File: src/rtl/countdown_timer.sv
// MM:SS down-counting timer with key-driven load/start/pause and a registered 7-segment display.
// Optional DONE-state display blink is enabled by defining COUNTDOWN_BLINK_EN.
module countdown_timer #(
    parameter int unsigned TICK_DIV = 50000000
) (
    input  logic       CLOCK_50,
    input  logic [3:0] KEY,
    input  logic [9:0] SW,
    output logic [6:0] HEX0,
    output logic [6:0] HEX1,
    output logic [6:0] HEX2,
    output logic [6:0] HEX3,
    output logic [9:0] LEDR
);
    localparam int unsigned PW = $clog2(TICK_DIV);
    localparam logic [PW-1:0] PRESC_MAX = PW'(TICK_DIV - 1);

    typedef enum logic [1:0] {IDLE, RUN, PAUSE, DONE} state_t;

    logic rst;
    assign rst = KEY[1];

    logic unused_inputs;
    assign unused_inputs = ^{KEY[3], SW[9:8]};

    // Bit 0 tracks the start/pause key, bit 1 the load key.
    logic [1:0] sync1_q, sync2_q, prev_q, ev_q, ev_d;
    state_t state_q, state_d;
    logic [3:0] m1_q, m0_q, s1_q, s0_q, m1_d, m0_d, s1_d, s0_d;
    logic [PW-1:0] presc_q, presc_d;
    logic [6:0] hex0_q, hex1_q, hex2_q, hex3_q, hex0_d, hex1_d, hex2_d, hex3_d;
    logic [9:0] led_q, led_d;
    logic start_ev, load_ev, tick, nonzero, blank;

    function automatic logic [3:0] clamp_bcd(input logic [3:0] v);
        return (v > 4'd9) ? 4'd9 : v;
    endfunction

    function automatic logic [6:0] seg7(input logic [3:0] d);
        case (d)
            4'd0:    seg7 = 7'b1000000;
            4'd1:    seg7 = 7'b1111001;
            4'd2:    seg7 = 7'b0100100;
            4'd3:    seg7 = 7'b0110000;
            4'd4:    seg7 = 7'b0011001;
            4'd5:    seg7 = 7'b0010010;
            4'd6:    seg7 = 7'b0000010;
            4'd7:    seg7 = 7'b1111000;
            4'd8:    seg7 = 7'b0000000;
            4'd9:    seg7 = 7'b0010000;
            default: seg7 = 7'b1111111;
        endcase
    endfunction

    always_comb begin
        ev_d     = sync2_q & ~prev_q;
        start_ev = ev_q[0];
        load_ev  = ev_q[1];
        nonzero  = ({m1_q, m0_q, s1_q, s0_q} != '0);
        tick     = (state_q == RUN) && (presc_q == PRESC_MAX);
        state_d  = state_q;
        m1_d     = m1_q;
        m0_d     = m0_q;
        s1_d     = s1_q;
        s0_d     = s0_q;
        presc_d  = presc_q;

        if (load_ev && state_q != RUN) begin
            m1_d    = clamp_bcd(SW[7:4]);
            m0_d    = clamp_bcd(SW[3:0]);
            s1_d    = '0;
            s0_d    = '0;
            presc_d = '0;
            state_d = IDLE;
        end else if (start_ev) begin
            unique case (state_q)
                IDLE:    if (nonzero) state_d = RUN;
                RUN:     state_d = PAUSE;
                PAUSE:   state_d = RUN;
                DONE:    state_d = DONE;
            endcase
        end else if (state_q == RUN) begin
            presc_d = tick ? '0 : presc_q + PW'(1);
            if (tick) begin
                if ({m1_q, m0_q, s1_q} == '0 && s0_q == 4'd1) state_d = DONE;
                // BCD borrow chain, least significant digit first
                if (s0_q != '0) begin
                    s0_d = s0_q - 4'd1;
                end else begin
                    s0_d = 4'd9;
                    if (s1_q != '0) begin
                        s1_d = s1_q - 4'd1;
                    end else begin
                        s1_d = 4'd5;
                        if (m0_q != '0) begin
                            m0_d = m0_q - 4'd1;
                        end else begin
                            m0_d = 4'd9;
                            m1_d = m1_q - 4'd1;
                        end
                    end
                end
            end
        end
    end

`ifdef COUNTDOWN_BLINK_EN
    localparam logic [PW-1:0] BLINK_MAX = PW'(TICK_DIV / 2 - 1);
    logic [PW-1:0] blink_cnt_q, blink_cnt_d;
    logic blink_on_q, blink_on_d;

    always_comb begin
        blink_cnt_d = blink_cnt_q;
        blink_on_d  = blink_on_q;
        if (state_d == DONE && state_q != DONE) begin
            blink_cnt_d = '0;
            blink_on_d  = 1'b1;
        end else if (state_q == DONE) begin
            if (blink_cnt_q == BLINK_MAX) begin
                blink_cnt_d = '0;
                blink_on_d  = ~blink_on_q;
            end else begin
                blink_cnt_d = blink_cnt_q + PW'(1);
            end
        end
    end

    always_ff @(posedge CLOCK_50) begin
        if (rst) begin
            blink_cnt_q <= '0;
            blink_on_q  <= 1'b1;
        end else begin
            blink_cnt_q <= blink_cnt_d;
            blink_on_q  <= blink_on_d;
        end
    end

    assign blank = (state_q == DONE) && !blink_on_q;
`else
    assign blank = 1'b0;
`endif

    always_comb begin
        hex3_d = blank ? 7'h7F : seg7(m1_q);
        hex2_d = blank ? 7'h7F : seg7(m0_q);
        hex1_d = blank ? 7'h7F : seg7(s1_q);
        hex0_d = blank ? 7'h7F : seg7(s0_q);
        led_d  = {8'b0, state_q == RUN, state_q == DONE};
    end

    always_ff @(posedge CLOCK_50) begin
        if (rst) begin
            sync1_q <= '0;
            sync2_q <= '0;
            prev_q  <= '0;
            ev_q    <= '0;
            state_q <= IDLE;
            m1_q    <= '0;
            m0_q    <= '0;
            s1_q    <= '0;
            s0_q    <= '0;
            presc_q <= '0;
            hex0_q  <= 7'b1000000;
            hex1_q  <= 7'b1000000;
            hex2_q  <= 7'b1000000;
            hex3_q  <= 7'b1000000;
            led_q   <= '0;
        end else begin
            sync1_q <= {KEY[2], KEY[0]};
            sync2_q <= sync1_q;
            prev_q  <= sync2_q;
            ev_q    <= ev_d;
            state_q <= state_d;
            m1_q    <= m1_d;
            m0_q    <= m0_d;
            s1_q    <= s1_d;
            s0_q    <= s0_d;
            presc_q <= presc_d;
            hex0_q  <= hex0_d;
            hex1_q  <= hex1_d;
            hex2_q  <= hex2_d;
            hex3_q  <= hex3_d;
            led_q   <= led_d;
        end
    end

    assign HEX0 = hex0_q;
    assign HEX1 = hex1_q;
    assign HEX2 = hex2_q;
    assign HEX3 = hex3_q;
    assign LEDR = led_q;
endmodule

File: config.mk
export PLATFORM = sky130hd
export DESIGN_NAME = countdown_timer
export DESIGN_NICKNAME = d
export VERILOG_FILES = /design/src/rtl/countdown_timer.sv
export SDC_FILE = /design/constraint.sdc
export NUM_CORES = 1
export LEC_CHECK = 0
export CORE_AREA = 2 2 93 95
export CTS_CLUSTER_DIAMETER = 30
export CTS_CLUSTER_SIZE = 30
export DETAILED_ROUTE_END_ITERATION = 7
export DIE_AREA = 0 0 95 97
export PLACE_DENSITY = 0.85
export SLEW_MARGIN = 20
export SYNTH_ARGS = -nofsm -noshare
export SYNTH_HDL_FRONTEND = slang
export SYNTH_SLANG_ARGS = --single-unit
File: constraint.sdc
create_clock -name CLOCK_50 -period 2.44 [get_ports CLOCK_50]
set_input_delay 0.488 -clock CLOCK_50 [delete_from_list [all_inputs] [get_ports CLOCK_50]]
set_output_delay 0.488 -clock CLOCK_50 [all_outputs]
set_load 0.1 [all_outputs]
Clock wires, drivers and flops:
Bar = 20 um.
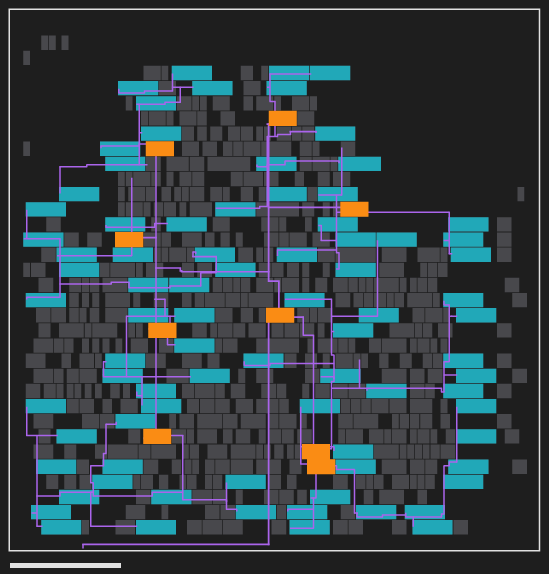
Key: orange = clock-net drivers [count 9]; purple = clock wires [length 980 um]; cyan = flip-flops [count 82]
There are 10 routed clock nets. Position of the flops: spread over the die.
power share of the clock group: 0.340
final clock skew: 0.01605 ns

==> results.yml <==
# flow metrics
status:
  result_of_the_run: "complete, no violations"
final_timing:
  worstMarginPinSlew_ns: 0.4866
  setup-violations-final: 0
  timing_max_transition_violations_final: 0
  finalCritPeriodShare: 0.9887
finish:
  multiInputGateArea_um2: 2218
  finalCoreUtilization: 0.5848
  final_layout_net_count: 559
  share_of_cells_above_drive_strength_1: 0.1692
drt:
  detail_route.first_pass.iterations: 4
  viasPerCell: 5.407
  detail_route.wirelength_mm: 8.482
worst_setup_path:
  category_of_the_worst_setup_path_capture_point: "flop"
  cp-startpoint: "presc_q[7]$_SDFFE_PP0P_"
  timing_worst_setup_path_type: "reg -> reg"
  timing.critical_path.required_ns: 2.64
  reg2reg_depth: 6
  r2r_end: "m1_q[3]$_SDFFE_PP0P_"
  critical_path_arrival_ns: 2.62
  critical_path_fanouts_max: 6
  crit_path_max_incr_delay_ns: 0.56
placement:
  place.detailed.hpwl_mm: 6.032
  placed_cells: 615
die:
  die_h_um: 97
  fp-row-count: 33
  die-width_um: 95
  floorplan.initialDensity: 0.4948
synth:
  topCombFamilyByArea: "simple AND/OR/NAND/NOR gates"
  netlist_instances: 468
  yosys.area_share.xor_xnor: 0.05440
  postSynthAreaPerCell_um2: 8.601
  synth_area_um2: 4025
global_routing:
  grt.total_usage: 0.1935
  grt_start_max_net_pins: 46
run:
  warnings: 42
cts:
  htree_num_levels: 3
  cts_setup_buffers: 0
  numCtsBuffers: 9
  sink_count_of_the_clock_tree: 82
  clock_insertion_delay_worst_skew_ns: 0.36
  clk_transition_reported_paths_ns: 0.08
power_and_ir_drop:
  top_power_group: "registers"
  vdd.ir_drop.worst_mv: 0.3969
Sequential cells colored by netlist name:
Other sequential cells in the stronger gray, the rest of the logic in the fainter gray.
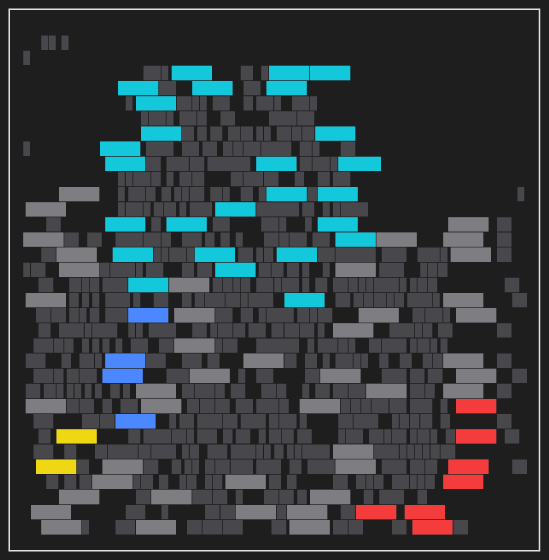
Key: yellow = sync2_q [placed flops 2]; red = HEX1 [placed flops 7, where bottom right]; blue = m1_q [placed flops 4]; cyan = presc_q [placed flops 26]
Another 43 sequential cells are not colored.
Seq area share: 0.3453
Sequential Power: 1.37 mW

through the flow:
stage          setup slack, ns  power (mW)  hold slack (ns)
6_report               0.02768       2.481           0.3877
5_1_grt               -0.04410       2.578           0.4126
3_5_place_dp           0.05827       1.667           0.3784
4_1_cts                0.01101       2.503           0.3908
3_3_place_gp            0.1485       1.662           0.3717
2_1_floorplan          0.02536       1.612           0.3674
per-layer routing:
metal,GRT usage,part of all wire,vias up
met5,0,0,-
met4,0.08138,0.018,0
met3,0.04283,0.045,13
met2,0.2990,0.49,95
met1,0.2591,0.45,1589
li1,-,-,1715
cells in the mapped netlist, drive strengths merged (5+ instances only):
master,number,area (um2)
xnor2,16,140.1
o21ai,16,80.08
ha,22,275.3
nand2b,15,93.84
mux2,5,56.30
inv,16,60.06
clkbuf,20,75.07
a311oi,6,52.55
nor4,6,67.56
nor2b,9,56.30
nand2,30,112.6
and3,6,37.54
nor3,19,95.09
xor2,9,78.83
a21oi,30,150.1
nand3,11,55.05
a211oi,8,60.06
buf,11,73.82
dfxtp,82,1642
nand4,15,108.9
nor2,66,247.7
state kept, by name, summed over array words and instances (netlist names), 4 cells and up:
register / flops
HEX0: 7
HEX1: 7
HEX2: 7
HEX3: 7
m0_q: 4
m1_q: 4
presc_q: 26
s0_q: 4
s1_q: 4
layout make-up:
type / instances / share of cell area
Multi-Input combinational cell: 346 / 0.4663
Sequential cell: 82 / 0.3453
Timing Repair Buffer: 67 / 0.1142
Clock buffer: 11 / 0.02762
Tap cell: 105 / 0.02762
Inverter: 16 / 0.01262
Clock inverter: 4 / 0.006312
worst register-to-register path, stage by stage (launching register included):
cell and delay, ns:
dfxtp_1 0.35, or4bb_4 0.57, nor4_4 0.44, nand4_4 0.13, buf_4 0.19, o41ai_1 0.42
a311oi_2 0.18
Power figures rest on the tool's default switching activity, not on a simulated workload.
